File: src/rtl/huff_stream_packer.sv
// Huffman back end: programmable code table and an MSB-first bit packer.
// It emits fixed-width words and flushes a tagged, zero-padded partial word at frame end.
module huff_stream_packer #(
   parameter int NUM_SYM      = 16,
   parameter int MAX_CODE_LEN = 16,
   parameter int OUT_W        = 32
) (
   input  logic                              clk,
   input  logic                              reset,
   input  logic                              tbl_we,
   input  logic [$clog2(NUM_SYM)-1:0]        tbl_addr,
   input  logic [MAX_CODE_LEN-1:0]           tbl_code,
   input  logic [$clog2(MAX_CODE_LEN+1)-1:0] tbl_len,
   input  logic                              sym_valid,
   output logic                              sym_ready,
   input  logic [$clog2(NUM_SYM)-1:0]        sym_data,
   input  logic                              sym_last,
   output logic                              out_valid,
   input  logic                              out_ready,
   output logic [OUT_W-1:0]                  out_data,
   output logic [$clog2(OUT_W+1)-1:0]        out_bits,
   output logic                              out_last,
   output logic                              err_zero_len,
   input  logic                              err_clr
);

   localparam int SYM_W  = $clog2(NUM_SYM);
   localparam int LEN_W  = $clog2(MAX_CODE_LEN+1);
   localparam int BITS_W = $clog2(OUT_W+1);
   localparam int ACC_W  = OUT_W + MAX_CODE_LEN;
   localparam int FILL_W = $clog2(ACC_W+1);

   localparam logic [FILL_W-1:0] ACC_F = FILL_W'(ACC_W);
   localparam logic [FILL_W-1:0] OUT_F = FILL_W'(OUT_W);
   localparam logic [BITS_W-1:0] OUT_B = BITS_W'(OUT_W);

   typedef enum logic {RUN, FLUSH} state_t;

   logic [MAX_CODE_LEN-1:0] code_mem [NUM_SYM];
   logic [LEN_W-1:0]        len_mem  [NUM_SYM];

   state_t             state;
   logic [ACC_W-1:0]   acc;
   logic [FILL_W-1:0]  fill;

   logic [MAX_CODE_LEN-1:0] cur_code;
   logic [LEN_W-1:0]        cur_len;
   logic [FILL_W-1:0]       sh;
   logic [ACC_W-1:0]        aligned;
   logic [ACC_W-1:0]        ins;
   logic                    sym_hs;
   logic                    out_hs;

   assign cur_code = code_mem[sym_data];
   assign cur_len  = len_mem[sym_data];

   // Left-justify the code (dropping bits above its length), then slot it under the fill.
   assign sh      = ACC_F - FILL_W'(cur_len);
   assign aligned = {{OUT_W{1'b0}}, cur_code} << sh;
   assign ins     = aligned >> fill;

   assign sym_ready = (state == RUN) && (fill < OUT_F);
   assign out_valid = (state == FLUSH) || (fill >= OUT_F);
   assign out_data  = acc[ACC_W-1 -: OUT_W];
   assign out_last  = (state == FLUSH) && (fill <= OUT_F);

   always_comb begin
      out_bits = '0;
      if (out_valid)
         out_bits = (fill < OUT_F) ? BITS_W'(fill) : OUT_B;
   end

   assign sym_hs = sym_valid && sym_ready;
   assign out_hs = out_valid && out_ready;

   always_ff @(posedge clk or negedge reset) begin
      if (!reset) begin
         for (int i = 0; i < NUM_SYM; i++) begin
            code_mem[i] <= '0;
            len_mem[i]  <= '0;
         end
      end else if (tbl_we) begin
         code_mem[tbl_addr] <= tbl_code;
         len_mem[tbl_addr]  <= tbl_len;
      end
   end

   always_ff @(posedge clk or negedge reset) begin
      if (!reset) begin
         state <= RUN;
         acc   <= '0;
         fill  <= '0;
      end else begin
         unique case (state)
            RUN: begin
               if (sym_hs) begin
                  acc  <= acc | ins;
                  fill <= fill + FILL_W'(cur_len);
                  if (sym_last)
                     state <= FLUSH;
               end else if (out_hs) begin
                  acc  <= acc << OUT_W;
                  fill <= fill - OUT_F;
               end
            end
            FLUSH: begin
               if (out_ready) begin
                  if (out_last) begin
                     acc   <= '0;
                     fill  <= '0;
                     state <= RUN;
                  end else begin
                     acc  <= acc << OUT_W;
                     fill <= fill - OUT_F;
                  end
               end
            end
            default: state <= RUN;
         endcase
      end
   end

   // A zero-length hit wins over a same-cycle clear.
   always_ff @(posedge clk or negedge reset) begin
      if (!reset)
         err_zero_len <= 1'b0;
      else if (sym_hs && (cur_len == '0))
         err_zero_len <= 1'b1;
      else if (err_clr)
         err_zero_len <= 1'b0;
   end

endmodule

File: config.mk
export PLATFORM = sky130hd
export DESIGN_NAME = huff_stream_packer
export DESIGN_NICKNAME = d
export VERILOG_FILES = /design/src/rtl/huff_stream_packer.sv
export SDC_FILE = /design/constraint.sdc
export NUM_CORES = 1
export LEC_CHECK = 0
export CAP_MARGIN = 20
export CORE_UTILIZATION = 67
export DETAILED_ROUTE_END_ITERATION = 10
export PLACE_DENSITY = 0.86
export SLEW_MARGIN = 20
export SYNTH_ARGS = -nofsm -noshare
export SYNTH_HDL_FRONTEND = slang
export SYNTH_SLANG_ARGS = --single-unit
File: constraint.sdc
create_clock -name clk -period 8.5 [get_ports clk]
set_clock_uncertainty 0.1 [all_clocks]
set_input_delay 1.7 -clock clk [delete_from_list [all_inputs] [get_ports clk]]
set_output_delay 1.7 -clock clk [all_outputs]
set_load 0.005 [all_outputs]
Run 1, power grid:
The bar under the picture is 50 µm long. Pins as bars on the die edge. Tap cells in grey.
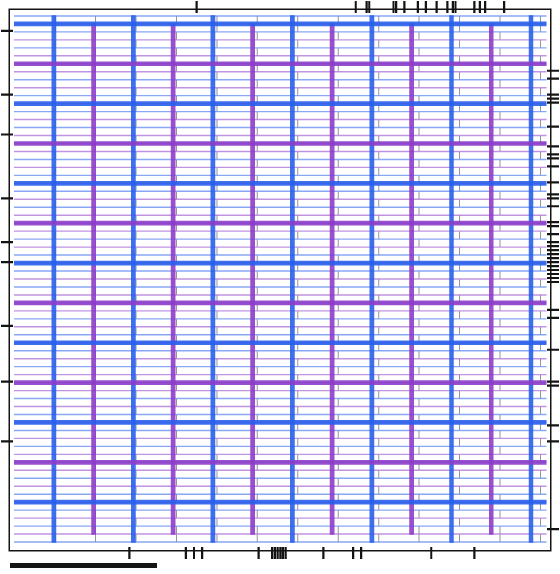
legend:
  purple:
    net: VDD
  blue:
    net: VSS
met4 straps: 13
tap cells: 442
signal pins: 78
rows: 66
Die H: 184 µm
Die Wd: 184 µm

Run 1, cell classes on the final placement:
The bar under the picture is 50 µm long.
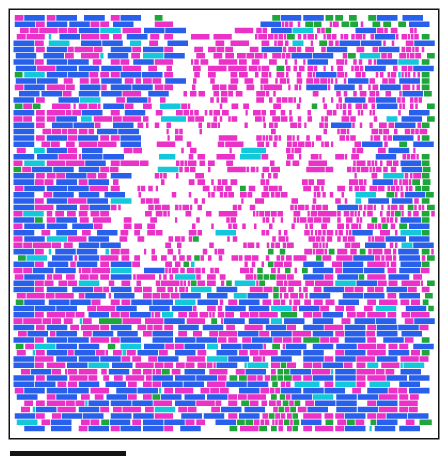
legend:
  cyan:
    class: clock drivers and dummy loads
    cells: 72
    share_of_their_area: 5.6%
  magenta:
    class: all other logic
    cells: 1312
    share_of_their_area: 49%
  green:
    class: other buffers and delay cells
    cells: 129
    share_of_their_area: 5.0%
  blue:
    class: flops
    cells: 392
    share_of_their_area: 41%
fraction of area in registers: 39.9%
Util after Layout: 75.3%
# rows: 66
design area: 0.0246 mm²
Core Footprint: 0.0326 mm²

==> impl_metrics.csv, run 1 <==
group,metric,value,unit
outcome,status,"finished, final reports clean",
clocking,cts-resized-gates,0,
final_layout,final_cell_mix,"dfrtp_1, mux2_2, nand2_1",
power_and_ir_drop,ir_drop,0.231,mV
power_and_ir_drop,intPower,4.98,mW
clocking,worstSkewPairLatency,0.56,ns
synthesis,synthFlopType,"dfrtp_1",
worst_setup_path,crit_type,"in -> reg",
final_layout,layout.nets,1919,
clocking,cts_root_buf,"clkbuf_16",
clocking,postCtsHoldBufs,0,
detailed_routing,drc_errors,0,
worst_setup_path,end_kind,"flop",
synthesis,mux_share,31.0,%
synthesis,simple_gate_share,7.53,%
die,initial_core_util,68.2,%
timing,fmax,0.137,GHz
detailed_routing,via_per_inst,7.25,
synthesis,synth.logic.top_family,"multiplexers",
synthesis,syn-num-nets,1936,
clocking,post_cts_buffers,0,
power_and_ir_drop,p_sw_share,40.4,%
timing,setup_viol,0,
worst_setup_path,worstPathArrival,7.61,ns
worst_setup_path,required,8.83,ns
timing,slew_headroom,27.3,%
timing,min_period,7.28,ns
final_layout,fillers,2011,
worst_setup_path,cp_max_fo,17,
clocking,clock_tree.buffer_depth,3,
detailed_routing,antenna_left,0,
synthesis,syn_inst,1892,
synthesis,syn_area,0.0223,mm²
synthesis,synth-xor-area-share,0.275,%
synthesis,avgSynthCellArea,11.8,µm²
min_path,hold_class,"reg -> reg",
synthesis,async_reset_ff_share,100,%
detailed_routing,drtIter0Drc,1867,
global_route,grt_pass1_wl,103000,µm
detailed_routing,dr_total_vias,17000,
place,portBuffers,77,
final_layout,area_delta_synth_final,10.3,%
power_and_ir_drop,leakage,10.2,nW
final_layout,drive_gt1_share,31.8,%
timing,slew_violations,0,
flow_run,warnings,30,
final_layout,logic_area,0.0116,mm²
die,ios,78,
global_route,antenna_found_initial,0,
global_route,gr-total-overflow,0,
final_layout,lay_top_count,"dfrtp_1",
clocking,cts.clk_slew.worst_paths,0.06,ns
global_route,grt_pass1_vias,17100,
flow_run,cap_violations,0,
timing,post-route-period-util,85.6,%
timing,tns,0,ns
timing,hold_viol,0,
die,dieArea,0.0340,mm²
worst_setup_path,critPathLaunchType,"primary input",
place,gp_congestion,1.08,
detailed_routing,dr.pass1.iters,5,
place,dp_hpwl,43700,µm
synthesis,ys_chip_area,0.0223,mm²
clocking,numCtsBuffers,40,
power_and_ir_drop,p_seq_share,32.1,%
clocking,clock-sinks,392,
synthesis,ys_types,72,
clocking,cts_tree,"done",
synthesis,yosys_cells,1892,
synthesis,numSynthFlops,392,
synthesis,yosysWarnings,0,
synthesis,edf_count,0,
timing,worst_pin_slew,1.08,ns
place,placed_cells,2274,
final_layout,seq_area,0.00981,mm²
synthesis,ys_sh_aoi,12.6,%
final_layout,diodes,0,
clocking,h-tree-depth,2,
synthesis,postSynthSeqShare,44.1,%
power_and_ir_drop,power_density,340,mW/mm²
synthesis,adder_share,0.483,%
final_layout,stdcell_count,2347,
Run 1, clock network drawn from the DEF:
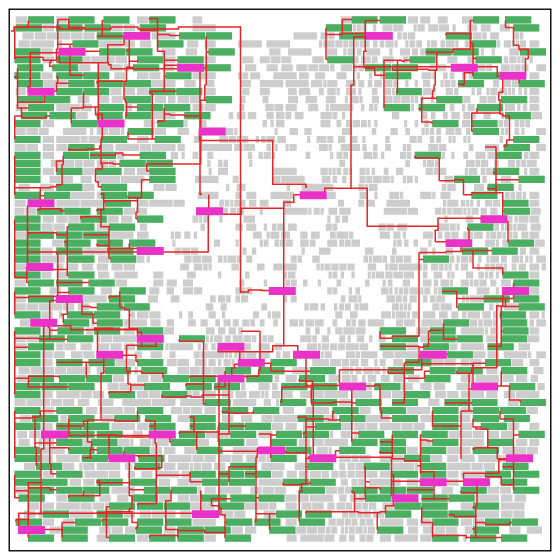
legend:
  green:
    item: flip-flops
    count: 392
  magenta:
    item: cells driving clock nets
    count: 40
  red:
    item: clock wires
    length: 4580 µm
flops lie: widely spread

Run 1, routed metal, one colour a layer:
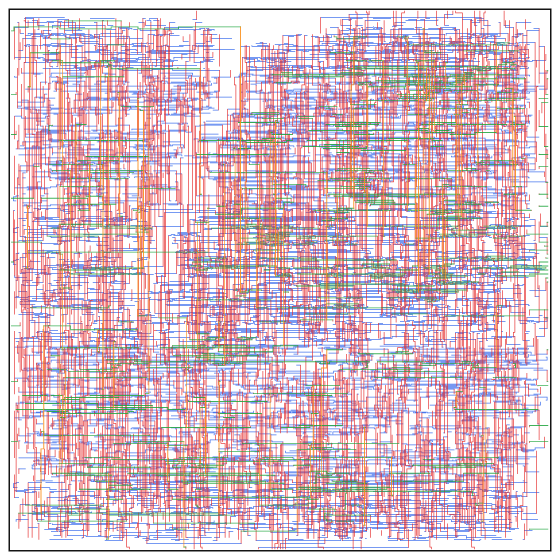
legend:
  red:
    layer: met2
    wire_length: 31.8 mm
  green:
    layer: met3
    wire_length: 5830 µm
  blue:
    layer: met1
    wire_length: 26.0 mm
  orange:
    layer: met4
    wire_length: 2940 µm
GRT Overall Usage: 40.5%
wirelength, routed: 66600 µm
Routed WL per cell: 28.4 µm

[run 1: worst max-delay path: stages]
cell	delay [ns]
clkdlybuf4s50_1	0.98
nor2b_1	0.12
buf_4	0.28
a22o_1	0.28
nor2_1	0.18
ha_1	0.28
xor2_1	0.53
nor2_1	0.29
a22o_1	0.29
nor2_1	0.63
o211ai_1	0.31
mux2_2	0.36
a221oi_1	0.70
mux2_2	0.31
nor2_1	0.06
o31a_1	0.28
[run 1: power by group through the flow]
| stage | sequential, mW | combinational [mW] | clock, mW |
|---|---|---|---|
| final | 2.68 | 3.89 | 1.79 |
| after global routing | 2.73 | 4.12 | 1.87 |
| after CTS | 2.67 | 3.77 | 1.79 |
| after detailed placement | 2.69 | 3.75 | 0 |
| after global placement | 2.64 | 3.69 | 0 |
| after floorplan | 2.56 | 2.68 | 0 |
[run 1: metal layers]
layer	vias up	track usage [%]	wire (µm)
met3	210	6.60	5830
met5	-	0	0
li1	7133	-	-
met2	1007	64.2	31800
met1	8668	55.3	26000
met4	0	18.5	2940
[run 1: registers in the layout, summed over array words and instances, names as in the netlist]
register	count
state	1
fill	6
acc	48
err_zero_len	1
len_mem	80
code_mem	256
[run 1: final timing paths]
check / end / cells after the start / slack, ns / start
worst max-delay path: acc[34] / 16 / 1.22 / sym_data[1]
worst min-delay path: acc[0] / 2 / 0.38 / acc[0]
worst max register to register: acc[34] / 15 / 2.77 / len_mem[11]
worst min register to register: acc[0] / 2 / 0.38 / acc[0]
max in group asynchronous: code_mem[156] / 3 / 5.58 / reset
min in group asynchronous: len_mem[74] / 1 / 1.05 / reset
[run 1: layout make-up]
type	instances	share of cell area, %
multi-input cells	1293	47.2
clock buffers	62	4.82
inverters	19	0.290
flip-flops and latches	392	39.9
well taps	442	2.25
repair buffers	129	4.91
clock inverters	10	0.627
[run 1: cells by family (layout without fill, tap and decap cells)]
kind of cell	count (synthesis)	after routing
xor+xnor	7	7
buf+inv	207	220
fa+ha+maj	8	8
mux	514	514
flops	392	392
simple gates	369	369
compound gates	395	395
[run 1: cells in the mapped netlist (all sizes together) (36+ instances only)]
cell | number | share of area (%)
a21oi | 60 | 1.3
a22oi | 52 | 1.8
buf | 79 | 1.9
clkbuf | 109 | 1.8
dfrtp | 392 | 44
mux2 | 361 | 18
mux2i | 49 | 2.2
mux4 | 104 | 11
nand2 | 127 | 2.1
nand3 | 36 | 0.81
nor2 | 104 | 1.8
o21ai | 58 | 1.3
[run 1: metrics by stage]
step	hold WS (ns)	cell area (µm²)	worst slack (ns)	util [%]
after floorplan	0.348	22300	1.83	-
after global placement	0.362	23200	0.999	71.1
after detailed placement	0.366	23200	0.964	71.1
after CTS	0.380	24500	1.46	75.2
after global routing	0.395	24600	1.00	75.3
final	0.379	24600	1.22	75.3
Run 1, track usage over the die:
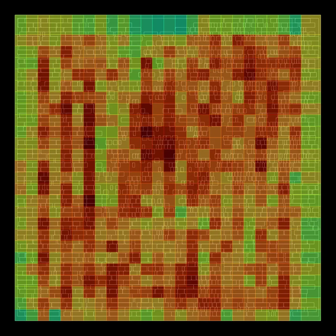

--- run 2 (diff from run 1) ---
--- a/config.mk
+++ b/config.mk
@@ -6,6 +6,7 @@
 export NUM_CORES = 1
 export LEC_CHECK = 0
 export CAP_MARGIN = 20
+export CORE_ASPECT_RATIO = 0.5
 export CORE_UTILIZATION = 67
 export DETAILED_ROUTE_END_ITERATION = 10
 export PLACE_DENSITY = 0.86
Run 2, track usage over the die:
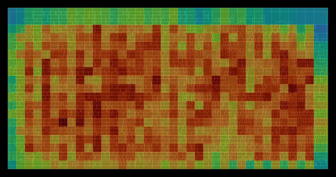
routing usage on met3: 7.91%
most used routing layer: met2
Util after Layout: 75.5%
met2 Use GR: 64.0%

Run 2, routed metal, one colour a layer:
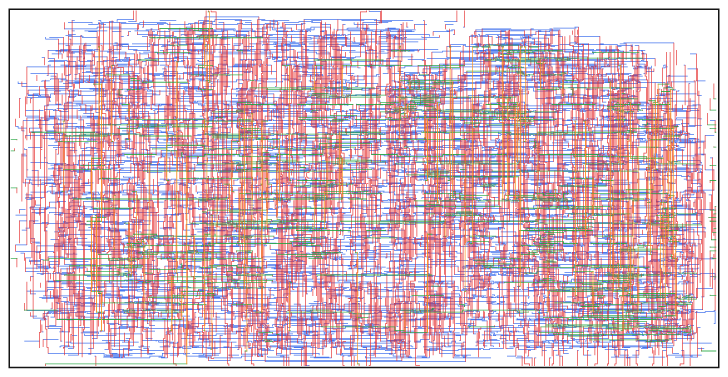
legend:
  red:
    layer: met2
    wire_length: 31.0 mm
  blue:
    layer: met1
    wire_length: 26.1 mm
  orange:
    layer: met4
    wire_length: 3070 µm
  green:
    layer: met3
    wire_length: 5910 µm
wirelength, routed: 66100 µm
vias: 17000

==> impl_metrics.csv, run 2 <==
group,metric,value,unit
final_layout,layout.nets,1907,
timing,post-route-period-util,83.5,%
min_path,min_to,"acc[22]",
worst_setup_path,worstPathArrival,7.47,ns
synthesis,yosysTopAreaCell,"dfrtp_1",
synthesis,ys_sh_aoi,12.6,%
synthesis,syn-num-nets,1936,
synthesis,postSynthSeqShare,44.1,%
clocking,cts_root_buf,"clkbuf_16",
detailed_routing,dr.pass1.iters,7,
place,gp_congestion,1.03,
clocking,clock_tree.buffer_depth,3,
die,dieArea,0.0340,mm²
place,place_area,0.0231,mm²
final_layout,largest_register_ffs,256,
synthesis,synthFlopType,"dfrtp_1",
synthesis,simple_gate_share,7.53,%
min_path,min_from,"acc[22]",
outcome,status,"finished, final reports clean",
synthesis,numSynthFlops,392,
worst_setup_path,critPathTopFamily,"AND-OR/OR-AND gates",
global_route,grt_pass1_wl,102000,µm
clocking,numCtsBuffers,35,
power_and_ir_drop,p_seq_share,32.9,%
worst_setup_path,reg2reg_depth,12,
die,ios,78,
detailed_routing,wl_met1,26100,µm
synthesis,top_cells_by_area,"dfrtp_1, mux2_2, mux4_2",
die,rows,46,
detailed_routing,via_per_inst,7.33,
die,dieWidth,260,µm
worst_setup_path,slowest_delay,0.85,ns
worst_setup_path,cp_max_fo,16,
final_layout,area_delta_synth_final,9.09,%
worst_setup_path,rrSetupSlack,2.92,ns
detailed_routing,drc_errors,0,
worst_setup_path,critPathBufInv,1,
final_layout,drive_gt1_share,31.6,%
detailed_routing,antenna_left,0,
final_layout,reg.largest.list,"code_mem (256), len_mem (80), acc (48)",
die,die_y,131,µm
flow_run,cap_violations,0,
global_route,grt_pass1_vias,16700,
min_path,min_path_cells,2,
timing,tns,0,ns
timing,hold_viol,0,
final_layout,final_area,0.0243,mm²
synthesis,common_cells,"dfrtp_1, mux2_2, nand2_1",
clocking,cts.clk_slew.worst_paths,0.07,ns
global_route,gr-total-overflow,0,
power_and_ir_drop,p_sw_share,41.1,%
timing,min_period,7.10,ns
synthesis,top_area_share,44.1,%
power_and_ir_drop,ir_drop,0.273,mV
global_route,track_usage,39.9,%
power_and_ir_drop,leakage,10.1,nW
synthesis,synth.logic.top_family,"multiplexers",
clocking,postCtsHoldBufs,0,
synthesis,synth-xor-area-share,0.275,%
synthesis,mux_share,31.0,%
power_and_ir_drop,power_density,336,mW/mm²
synthesis,synth.most_common_cell,"dfrtp_1",
synthesis,yosysWarnings,0,
clocking,clock-sinks,392,
timing,slew_headroom,26.6,%
place,portBuffers,77,
min_path,hold_class,"reg -> reg",
worst_setup_path,crit_slowest_cell,"clkdlybuf4s50_1",
place,dp_hpwl,42600,µm
clocking,h-tree-depth,2,
synthesis,syn_inst,1892,
synthesis,avgSynthCellArea,11.8,µm²
synthesis,syn_area,0.0223,mm²
final_layout,final_cell_mix,"dfrtp_1, mux2_2, nand2_1",
clocking,cts-resized-gates,0,
Run 2, clock network drawn from the DEF:
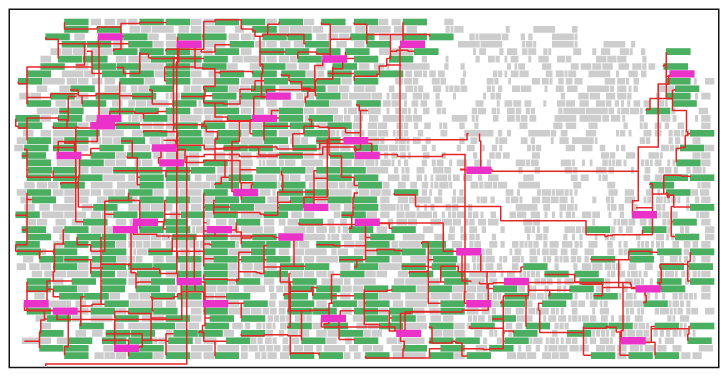
legend:
  magenta:
    item: cells driving clock nets
    count: 35
  green:
    item: flip-flops
    count: 392
  red:
    item: clock wires
    length: 4770 µm
routed clock nets: 36
flops lie: widely spread
P_clk: 1.64 mW
Clk pwr share: 20.1%
Clock Latency Late Sink: 0.57 ns

-- run 2: cell counts after synthesis --
No cell type changed its count.
-- run 2: layout make-up --
type                    instances  area (µm²)  share of cell area [%]
clock buffers                  47         991                    4.08
clock inverters                14         163                   0.670
inverters                      19        71.3                   0.294
multi-input cells            1293       11600                    47.7
flip-flops and latches        392        9810                    40.4
well taps                     432         541                    2.23
repair buffers                122        1120                    4.63
-- run 2: worst max-delay path by stage --
| stage | startpoint | end | slack (ns) | depth (start not counted) |
|---|---|---|---|---|
| 2_1_floorplan | sym_data[0] | acc[36] | 1.83 | 19 |
| 3_3_place_gp | sym_data[3] | acc[36] | 1.11 | 18 |
| 3_5_place_dp | sym_data[3] | acc[16] | 1.05 | 13 |
| 4_1_cts | sym_data[3] | acc[16] | 1.58 | 13 |
| 5_1_grt | sym_data[3] | acc[16] | 1.18 | 18 |
| 6_report | sym_data[3] | acc[16] | 1.40 | 13 |
-- run 2: power by group through the flow --
stage / sequential, mW / clock (mW) / combinational, mW
after floorplan: 2.56 / 0 / 2.68
after global placement: 2.64 / 0 / 3.66
after detailed placement: 2.69 / 0 / 3.70
after CTS: 2.67 / 1.64 / 3.74
after global routing: 2.73 / 1.72 / 4.07
final: 2.68 / 1.64 / 3.84
-- run 2: metrics by stage --
| stage | instances | setup WS, ns |
|---|---|---|
| global placement | 2258 | 1.11 |
| floorplan | 1892 | 1.83 |
| detailed placement | 2258 | 1.05 |
| CTS | 2319 | 1.58 |
| global route | 2319 | 1.18 |
| finish | 2319 | 1.40 |
-- run 2: worst min-delay path: stages (launching register included) --
cell     delay (ns)
dfrtp_1        0.34
nand2_1        0.05
nand3_1        0.06
-- run 2: per-layer routing --
layer	vias to the layer above	global-route usage (%)
met5	-	0
met4	0	18.6
met3	240	7.91
met2	1064	64.0
met1	8585	53.4
li1	7113	-
-- run 2: kinds of logic (layout without fill, tap and decap cells) --
family | after synthesis | in the layout
AND-OR/OR-AND | 395 | 395
multiplexers | 514 | 514
AND/OR/NAND/NOR | 369 | 369
XOR/XNOR | 7 | 7
buffers and inverters | 207 | 202
flip-flops | 392 | 392
adder cells (fa/ha/maj) | 8 | 8
Run 2, power grid:
The bar under the picture is 100 µm long. Pins as bars on the die edge. Tap cells in grey.
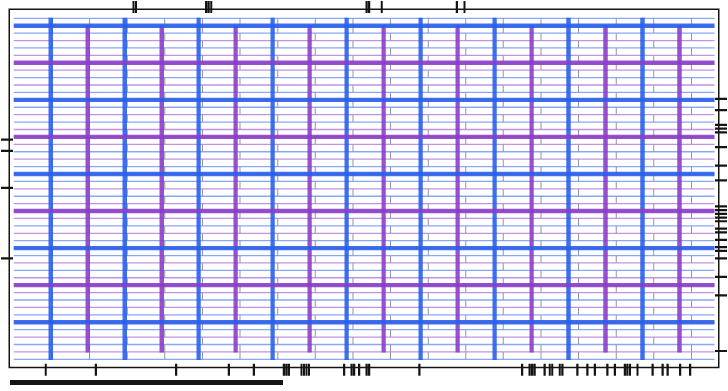

--- run 3 (diff from run 2) ---
--- a/config.mk
+++ b/config.mk
@@ -7,9 +7,9 @@
 export LEC_CHECK = 0
 export CAP_MARGIN = 20
 export CORE_ASPECT_RATIO = 0.5
-export CORE_UTILIZATION = 67
+export CORE_UTILIZATION = 62
 export DETAILED_ROUTE_END_ITERATION = 10
-export PLACE_DENSITY = 0.86
+export PLACE_DENSITY = 0.81
 export SLEW_MARGIN = 20
 export SYNTH_ARGS = -nofsm -noshare
 export SYNTH_HDL_FRONTEND = slang
==> constraint.sdc (replaced) <==
create_clock -name clk -period 6.6 [get_ports clk]
set_clock_uncertainty 0.1 [all_clocks]
set_input_delay 1.32 -clock clk [delete_from_list [all_inputs] [get_ports clk]]
set_output_delay 1.32 -clock clk [all_outputs]
set_load 0.005 [all_outputs]
Run 3, power grid:
The bar under the picture is 100 µm long. Pins as bars on the die edge. Tap cells in grey.
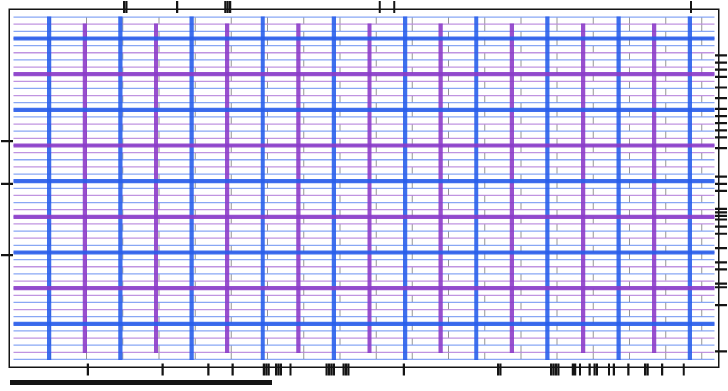
legend:
  purple:
    net: VDD
  blue:
    net: VSS
met1 rails: 49
rows: 48
tap cells: 475
met5 straps: 9
Max rail drop VDD: 0.267 mV
Die Wd: 270 µm

Run 3, clock network drawn from the DEF:
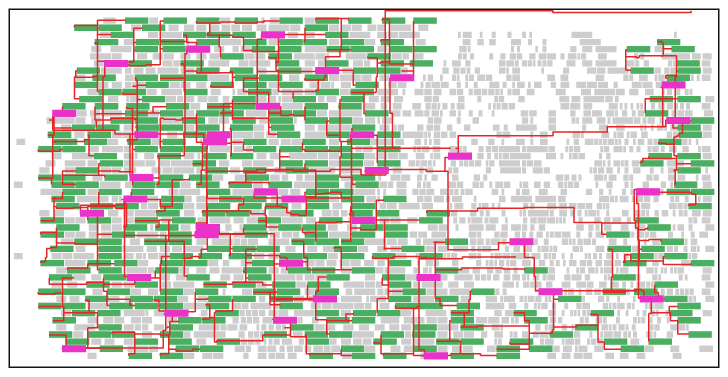
legend:
  green:
    item: flip-flops
    count: 392
  red:
    item: clock wires
    length: 4570 µm
  magenta:
    item: cells driving clock nets
    count: 35
routed clock nets: 36

==> impl_metrics.csv, run 3 <==
group,metric,value,unit
outcome,status,"finished, final reports clean",
detailed_routing,via_per_inst,7.02,
place,gp_congestion,1.06,
place,place_area,0.0236,mm²
synthesis,ys_chip_area,0.0223,mm²
clocking,clock-sinks,392,
worst_setup_path,critPathBufInv,3,
final_layout,final_area,0.0247,mm²
synthesis,yosysTopAreaCell,"dfrtp_1",
clocking,cts.clk_slew.worst_paths,0.07,ns
clocking,numCtsBuffers,35,
worst_setup_path,crit_start,"sym_data[1]",
detailed_routing,dr_total_vias,16900,
worst_setup_path,cp_max_fo,17,
min_path,hold_class,"reg -> reg",
final_layout,final_cell_mix,"dfrtp_1, mux2_2, nand2_1",
place,portBuffers,77,
die,dieArea,0.0367,mm²
detailed_routing,drc_errors,0,
synthesis,synthFlopType,"dfrtp_1",
min_path,min_path_cells,2,
place,dp_hpwl,42100,µm
synthesis,syn_inst,1892,
place,post-place-ws,0.0412,ns
final_layout,area_delta_synth_final,11.1,%
synthesis,numSynthFlops,392,
synthesis,postSynthSeqShare,44.1,%
flow_run,cap_violations,0,
global_route,gr-total-overflow,0,
synthesis,syn_area,0.0223,mm²
min_path,min_from,"acc[0]",
worst_setup_path,crit_slowest_cell,"clkdlybuf4s50_1",
worst_setup_path,critPathTopFamily,"AND-OR/OR-AND gates",
synthesis,synth.most_common_cell,"dfrtp_1",
timing,post-route-period-util,92.9,%
detailed_routing,totalWireLength,64500,µm
final_layout,stdcell_count,2413,
power_and_ir_drop,p_seq_share,32.2,%
timing,fmax,0.163,GHz
clocking,cts-resized-gates,0,
die,rows,48,
clocking,postCtsHoldBufs,0,
place,placed_cells,2349,
global_route,grt_pass1_wl,100000,µm
timing,hold_viol,0,
clocking,worstSkewPairLatency,0.55,ns
global_route,track_usage,35.6,%
synthesis,avgSynthCellArea,11.8,µm²
synthesis,top_cells_by_area,"dfrtp_1, mux2_2, mux4_2",
worst_setup_path,worstPathArrival,6.46,ns
synthesis,syn-num-nets,1936,
timing,slew_headroom,34.9,%
final_layout,largest_register_ffs,256,
synthesis,yosysWarnings,0,
timing,min_period,6.13,ns
worst_setup_path,required,6.93,ns
power_and_ir_drop,power_density,432,mW/mm²
power_and_ir_drop,leakage,10.4,nW
worst_setup_path,reg2reg_depth,16,
clocking,h-tree-depth,2,
power_and_ir_drop,p_sw_share,40.1,%
clocking,cts_root_buf,"clkbuf_16",
detailed_routing,antenna_left,0,
final_layout,layout.nets,1956,
timing,tns,0,ns
global_route,grt_pass1_vias,16900,
clocking,clock_tree.buffer_depth,3,
Run 3, cell classes on the final placement:
The bar under the picture is 100 µm long.
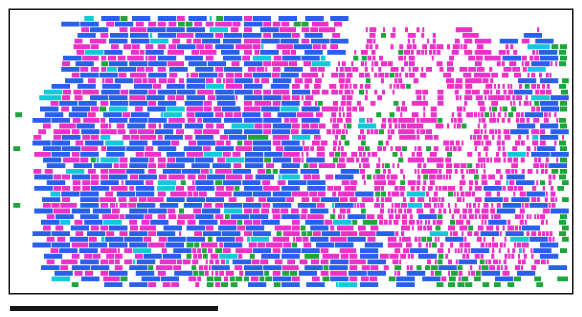
legend:
  cyan:
    class: clock drivers and dummy loads
    cells: 62
    share_of_their_area: 4.7%
  blue:
    class: flops
    cells: 392
    share_of_their_area: 41%
  magenta:
    class: all other logic
    cells: 1312
    share_of_their_area: 48%
  green:
    class: other buffers and delay cells
    cells: 171
    share_of_their_area: 6.3%

-- run 3: cell types whose count changed in the layout (fill, tap and decap cells not counted), moves of 2 or more --
cell,change
nor2b_1,-2
clkbuf_8,-2
buf_4,+48
clkbuf_1,+5
nor2b_2,+2
clkinv_2,-3
-- run 3: final cells by class --
cell class | instances | area [µm²]
Antenna cell | 1 | 2.50
Clock buffer | 50 | 982
Clock inverter | 12 | 160
Fill cell | 2401 | 10200
Inverter | 19 | 71.3
Multi-Input combinational cell | 1293 | 11600
Sequential cell | 392 | 9810
Tap cell | 475 | 594
Timing Repair Buffer | 171 | 1520
-- run 3: cells by family (layout without fill, tap and decap cells) --
logic type                 count (synthesis)  after routing  synth area share [%]
other                                      0              1                     0
AOI/OAI and AO/OA                        395            395                  12.6
DFF                                      392            392                  44.1
buffers and inverters                    207            252                  4.09
xor gates and xnor gates                   7              7                 0.275
adders and majority gates                  8              8                 0.483
muxes                                    514            514                  31.0
and+or+nand+nor                          369            369                  7.53
-- run 3: worst paths after layout --
kind                            endpoint  slack (ns)
max                               acc[4]        0.47
min                               acc[0]        0.38
min reg2reg                       acc[0]        0.38
min in group asynchronous        acc[45]        0.69
max reg2reg                       acc[4]        1.41
max in group asynchronous  code_mem[166]        4.20
-- run 3: power by group through the flow --
stage          clock network (mW)  registers (mW)  logic (mW)
6_report                     2.10            3.44        5.14
5_1_grt                      2.20            3.51        5.42
4_1_cts                      2.12            3.43        4.98
3_5_place_dp                    0            3.46        4.95
3_3_place_gp                    0            3.42        4.90
2_1_floorplan                   0            3.30        3.45
-- run 3: worst reg2reg max path: stages (launching register included) --
cell and delay (ns):
dfrtp_1 0.38, mux4_2 0.49, and2_1 0.17, o21ba_2 0.23
nor2_1 0.18, ha_1 0.26, nor3b_1 0.26, ha_1 0.32
clkinv_1 0.08, buf_4 0.23, o22a_1 0.51, o22ai_1 0.18
o31ai_1 0.54, a2bb2oi_1 0.34, o22ai_1 0.14, or3_1 0.33
a221o_1 0.34
-- run 3: layer usage --
metal / global-route usage (%) / vias up / wire (µm)
met1: 49.2 / 8542 / 26200
met2: 56.5 / 979 / 29800
met3: 5.58 / 210 / 5590
li1: - / 7202 / -
met4: 15.7 / 0 / 2970
met5: 0 / - / 0
-- run 3: stage by stage --
stage / util [%] / total power [mW]
floorplan: - / 6.75
global placement: 67.5 / 8.32
detailed placement: 67.5 / 8.40
CTS: 70.8 / 10.5
global route: 70.9 / 11.1
finish: 70.9 / 10.7
Power and IR drop assume default switching activity.
